Design lectura_rtc, sky130hd; sources not shown.
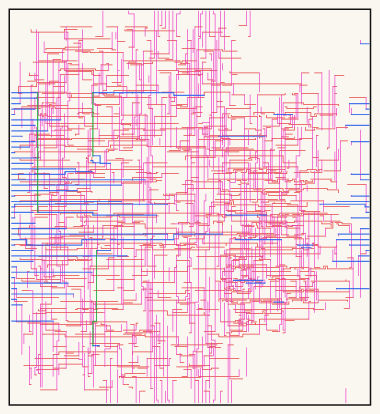
**Above:** run 1 (wiring by layer).
Scale: 4 px per um.
- M1: red (wire length 3940 um)
- M2: magenta (wire length 4470 um)
- M4: green (wire length 70.5 um)
- M3: blue (wire length 713 um)
vias post-DR: 2786
WL/cell: 17.54 um
drt total wl: 9.190 mm
GRT Total Usage: 21.50%

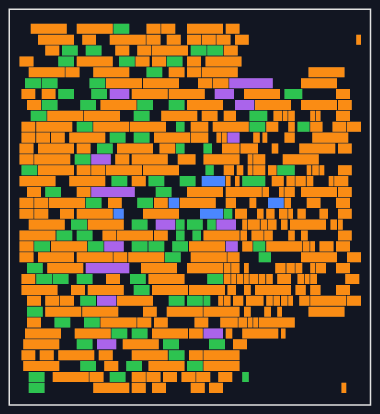
**Above:** run 1 (drive-strength map).
Scale: 4 px per um.
- x3 and x4: blue (cells 5)
- x2: green (cells 88)
- x1 and smaller: orange (cells 308)
- x6 and larger: purple (cells 15)
Layout area overhead: 32.16%
nonclk buf count: 100

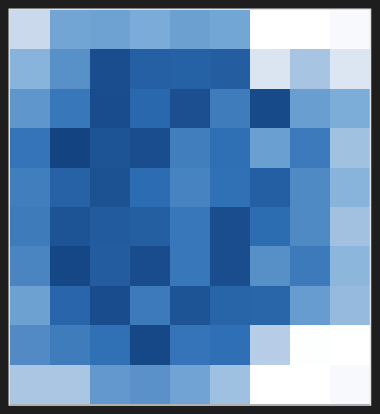
**Above:** run 1 (local utilization).
Scale: 4 px per um. 9 x 10 tiles, from white (low) to dark blue (high), 0 to 100% covered.
- mean over tiles: 60%
- tiles over 75% full: 33%
- emptiest ninth of the die: bottom right
Placeable Area: 7913 um^2
Initial Utilization: 52.37%
utilization after layout: 69.21%

==> results_dict.tcl, run 1 <==
# place-and-route summary
set metrics [dict create \
    dp.cells 508 \
    tightest_slew_ps 670.5 \
    synth_area_um2 4144 \
    clockBufferDepth 2 \
    slew_viol_final 0 \
    dieHeight_um 98.54 \
    synth_cells 307 \
    hold_depth 2 \
    layout-drive-gt1-share_pct 25.96 \
    insertedDiodeCount 0 \
    critPathCaptureType "flop" \
    row_count 34 \
    lay_top_count "clkdlybuf4s50_1" \
    slew_headroom_pct 55.25 \
    arrival_ps 2820 \
    yosysChipArea_um2 4144 \
    grt_max_degree 40 \
    routabilityCongestion 0.8261 \
    fmax_ghz 0.3878 \
    fill_cells 585 \
    clk_latency_ps 360 \
    most-common-layout-cells "98 x clkdlybuf4s50_1, 97 x dfrtp_1, 70 x mux2_2, 13 x o21ai_0, 13 x nand2_1" \
    yosys_cells 307 \
    die_w_um 89.95 \
    fin_crit_sh_pct 61.26 \
    crit_type "input pin to flop" \
    gr-total-overflow 0 \
    drtIter0Drc 91 \
    synth_top_cell_by_area "dfrtp_1" \
    cts_buffers 9 \
    grt_pass1_vias 2821 \
    yosys.stat.seqShare_pct 58.57 \
    regArea_um2 2427 \
    htree_num_levels 3 \
    fin_setup_tns_ps 0 \
    status "finished, final reports clean" \
    die_area_um2 8863 \
    clock-sinks 97 \
    r2r_slack_ps 2100 \
    hold_viol 0 \
    port_buffers 98 \
    vias_per_cell 5.317 \
    hp-class "flop to flop" \
    antenna_found_initial 0 \
    max-vdd-ir-drop_mv 0.4094 \
    critPathMaxFanout 8 \
    dp_hpwl_mm 6.460 \
    clk_pin_slew_ps 90 \
    root_buffer "clkbuf_8" \
    logic_area_um2 1633 \
    cts_resized 0 \
    drtAntennaViolNets 0 \
    stdcell_count 524 \
    fin_skew_ps 12.12 \
    required_ps 4450 \
    drc 0 \
    finalSetupViolations 0 \
    nets 432 \
    cap_violations 0 \
    rsz0062_at_grt "false" \
    p_per_area_nw_per_um2 623.6 \
    syn_area_per_cell_um2 13.50 \
    top_cell_area_share_pct 58.57 \
    fin_crit_ps 2579 \
    p_leak_nw 2.508 \
    grt_pass1_wl_mm 14.90 \
    ys_ff 97 \
    critPathLaunchType "input pin" \
]
run 1: per-layer routing:
metal | vias up | wire length (um) | global-route usage, %
met3 | 6 | 713 | 8.410
met2 | 90 | 4470 | 35.14
met5 | - | 0 | 0
li1 | 1301 | - | -
met4 | 0 | 70 | 5.325
met1 | 1389 | 3936 | 27.33
run 1: layout make-up:
class / instances / area share, %
Clock inverter: 6 / 2.056
Multi-Input combinational cell: 194 / 29.82
Sequential cell: 97 / 44.32
Tap cell: 108 / 2.467
Inverter: 9 / 0.6397
Timing Repair Buffer: 100 / 18.19
Clock buffer: 10 / 2.513
run 1: synthesized netlist by cell type, drive strengths merged:
cell type	n
and3b	1
xor2	3
o31ai	3
nand2	21
nand4	1
mux2	74
nand3b	2
nand2b	3
and4	1
nor3	6
conb	1
clkbuf	3
a22o	2
and2b	1
nand3	5
o21a	3
xnor2	1
mux2i	1
dfrtp	97
or3	2
a21o	5
nor4	2
ha	7
a21oi	12
nor2b	1
a211oi	1
inv	9
and3	2
o21ai	15
o32ai	1
a41oi	1
buf	5
nor3b	1
nor2	9
a221oi	1
a31oi	4
run 1: metrics by stage:
step / hold slack, ps / setup slack, ps / area (um^2) / power (mW)
floorplan: 473.6 / 623.8 / 4148 / 2.009
global placement: 460.9 / 1299 / 5226 / 2.654
detailed placement: 473.4 / 1268 / 5226 / 2.694
CTS: 493.8 / 1646 / 5477 / 3.440
global route: 521.8 / 1561 / 5477 / 3.599
finish: 488.5 / 1631 / 5477 / 3.415
run 1: power breakdown:
group / total, mW / switching, mW / internal (mW)
clock: 0.741 / 0.326 / 0.414
sequential: 1.41 / 0.197 / 1.22
combinational: 1.26 / 0.525 / 0.736
total: 3.42 / 1.05 / 2.37
run 1: critical path, stage by stage:
cell and delay (ps):
clkdlybuf4s50_1 530, nand3b_1 310, nor3_4 340, nand2_2 230, mux2_1 360
run 1: kinds of logic (layout without fill, tap and decap cells):
logic type / count (synthesis) / after routing / synth area share (%)
muxes: 75 / 75 / 20.35
adders and majority gates: 7 / 7 / 2.113
other: 1 / 2 / 0.09049
AOI/OAI and AO/OA: 48 / 48 / 7.669
buffers and inverters: 17 / 125 / 2.113
xor gates and xnor gates: 4 / 4 / 1.027
and+or+nand+nor: 58 / 58 / 8.062
DFF: 97 / 97 / 58.57
**Run 1: clock routing**

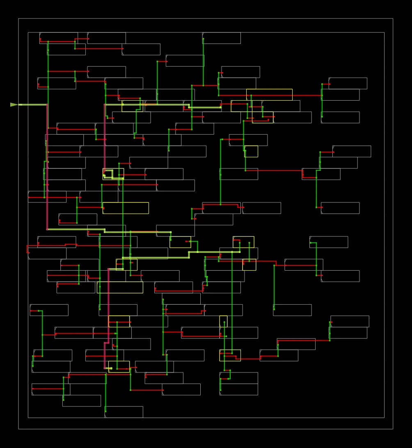

--- run 2 (diff from run 1) ---
==> constraint.sdc (replaced) <==
create_clock -name clk -period 2.4 [get_ports clk]
set_input_delay 0.6 -clock clk [delete_from_list [all_inputs] [get_ports clk]]
set_output_delay 0.6 -clock clk [all_outputs]
set_load 0.01 [all_outputs]
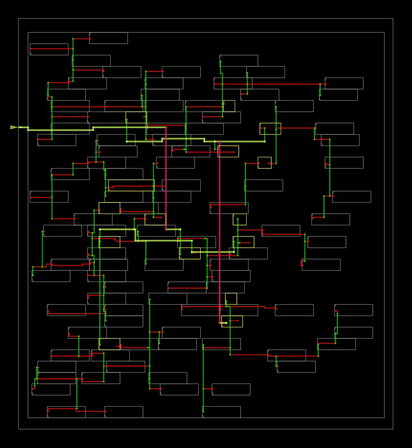
**Above:** run 2 (clock routing).
clk pwr: 1.07 mW
Flops: 97
CLK BUF: 10
clock buffer count from CTS: 9
Final Skew: 6.860 ps

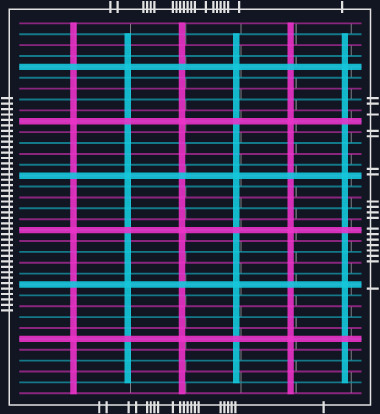
**Above:** run 2 (floorplan with the power grid).
Scale: 4 px per um. Pins as bars on the die edge. Tap cells in grey.
- VDD: cyan
- VSS: magenta
- tap cells: 108
- rows: 34
- met4 straps: 6
- met1 rails: 35
peak supply drop: 0.8804 mV
Die Height: 98.54 um
Die Wd: 89.95 um

==> run 2 against run 1 <==
  * Synthesized cell count did not move
  * Clock power increased by 44%
  * Final area up 0.64%
  * Register-to-register slack got worse by 1700 ps
  * Clock skew is 5.3 ps lower
  * Power up 70%
  * Via count is 2.0% higher
  * First-iteration DRC count up 26%
  * Clock-buffer cell count is the same
  * Critical endpoint is now auxiliar[1]
  * Largest power group unchanged
==> results_dict.tcl, run 2 <==
# place-and-route summary
set metrics [dict create \
    p_leak_nw 2.514 \
    vias_per_cell 5.374 \
    htree_num_levels 3 \
    cts_resized 0 \
    fin_crit_ps 2078 \
    cts_setup_buffers 0 \
    crit_chain "clkdlybuf4s50_1" \
    grtUsageTotal_pct 22.08 \
    grt_pass1_wl_mm 15.44 \
    top_cell_area_share_pct 58.57 \
    fin_crit_sh_pct 86.60 \
    ys_sh_simple_pct 8.062 \
    syn_area_per_cell_um2 13.50 \
    rsz0062_at_grt "false" \
    routabilityCongestion 0.8316 \
    row_count 34 \
    reg2reg_depth 6 \
    dr.pass1.iters 4 \
    critPathCaptureType "output port" \
    antenna_found_initial 0 \
    post-route-cell-area_um2 5512 \
    critPathTopFamily "buffers and inverters" \
    hold_buffers 0 \
    path_buffers 1 \
    root_buffer "clkbuf_8" \
    worst_path_largest_cell_delay_ps 600 \
    wire_per_inst_um 17.42 \
    synthTopLogicFamily "multiplexers" \
    cts_tree "done" \
    hold_depth 2 \
    required_ps 1800 \
    nets 438 \
    crit_type "flop to output port" \
    slowest_stage "clkdlybuf4s50_1" \
    clock-sinks 97 \
    setup_slack_ps 321.6 \
    yosys_cells 307 \
    grt_pass1_vias 3051 \
    arrival_ps 1480 \
    most-common-layout-cells "98 x clkdlybuf4s50_1, 97 x dfrtp_1, 70 x mux2_2, 13 x o21ai_0, 13 x nand2_1" \
    dr_total_vias 2843 \
    grt_max_degree 43 \
    power_mw 5.808 \
    clk_latency_ps 360 \
    hold_viol 0 \
    dp_hpwl_mm 6.597 \
    synth_area_um2 4144 \
    synth_cells 307 \
    flop_cell "dfrtp_1" \
    slew_viol_final 0 \
    fp_util_pct 52.37 \
    p_per_area_nw_per_um2 1054 \
    status "finished, final reports clean" \
    layout-drive-gt1-share_pct 26.84 \
    clk_pin_slew_ps 90 \
    die_area_um2 8863 \
    dp.cells 514 \
    synth-adder-area-share_pct 2.114 \
    areaGrowthSynthToFinish_pct 33.00 \
    dpl_cell_area_um2 5311 \
    core_area_um2 7913 \
    clockBufferDepth 2 \
    stdcell_count 529 \
    fin_setup_tns_ps 0 \
    synth-edff-count 0 \
    ys_ff 97 \
    drc 0 \
    drtAntennaViolNets 0 \
    gr-total-overflow 0 \
    port_buffers 98 \
    synthTopCellsByArea "dfrtp_1 59%, mux2_2 19%, ha_1 2.1%" \
    yosysChipArea_um2 4144 \
    yosys.stat.seqShare_pct 58.57 \
    synth-xor-area-share_pct 1.027 \
    critPathLaunchType "flop" \
    synth.area.mux_share_pct 20.35 \
    dpl_worst_slack_ps 39.95 \
    common_cells "97 x dfrtp_1, 70 x mux2_2, 13 x nand2_1, 13 x o21ai_0, 11 x a21oi_1" \
    asyncSetResetFlopFracSynth_pct 100.0 \
    most_common_cell "dfrtp_1" \
    synth_top_cell_by_area "dfrtp_1" \
    crit_cells 1 \
    finalSetupViolations 0 \
    drtIter0Drc 115 \
    ys_sh_aoi_pct 7.669 \
    cap_violations 0 \
    critPathMaxFanout 11 \
    hp-class "flop to flop" \
    wl_mm 9.215 \
    fmax_ghz 0.4811 \
    lay_top_count "clkdlybuf4s50_1" \
    insertedDiodeCount 0 \
    r2r_slack_ps 390 \
]
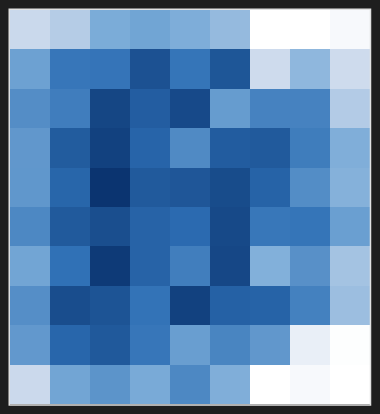
**Above:** run 2 (local utilization).
Scale: 4 px per um. 9 x 10 tiles, from white (low) to dark blue (high), 0 to 100% covered.
- tiles over 75% full: 34%
- mean over tiles: 61%
- nearly empty tiles: 5.6%
- fullest tile: 98%
utilization after layout: 69.66%

## run 2: cell families (layout without fill, tap and decap cells)
| kind of cell | Yosys count | in the layout |
|---|---|---|
| multiplexers | 75 | 75 |
| AND/OR/NAND/NOR | 58 | 58 |
| XOR/XNOR | 4 | 4 |
| buffers and inverters | 17 | 130 |
| other | 1 | 2 |
| AND-OR/OR-AND | 48 | 48 |
| adder cells (fa/ha/maj) | 7 | 7 |
| flip-flops | 97 | 97 |
## run 2: where the power goes
group / switching [mW] / total [mW] / internal [mW]
combinational: 0.934 / 2.25 / 1.31
clock: 0.561 / 1.07 / 0.512
sequential: 0.353 / 2.49 / 2.14
## run 2: per-stage QoR
stage          utilization, %  hold slack [ps]
6_report                69.66            487.1
5_1_grt                 69.66            513.5
4_1_cts                 69.66            491.6
3_5_place_dp            67.13            470.5
3_3_place_gp            67.13            459.4
2_1_floorplan               -            473.6
## run 2: cell type report
| class | instances | area (um^2) |
|---|---|---|
| Clock buffer | 10 | 137.6 |
| Clock inverter | 5 | 62.56 |
| Fill cell | 569 | 2401 |
| Inverter | 9 | 37.54 |
| Multi-Input combinational cell | 194 | 1633 |
| Sequential cell | 97 | 2427 |
| Tap cell | 108 | 135.1 |
| Timing Repair Buffer | 106 | 1079 |
## run 2: routing by layer
layer  vias to the layer above  part of all wire, %  global-route usage [%]
met5                         -                    0                       0
met4                         0                  1.1                   5.325
met3                         7                  6.8                   7.951
met1                      1442                   43                   27.70
li1                       1317                    -                       -
met2                        77                   49                   37.06
Power and IR drop assume default switching activity.
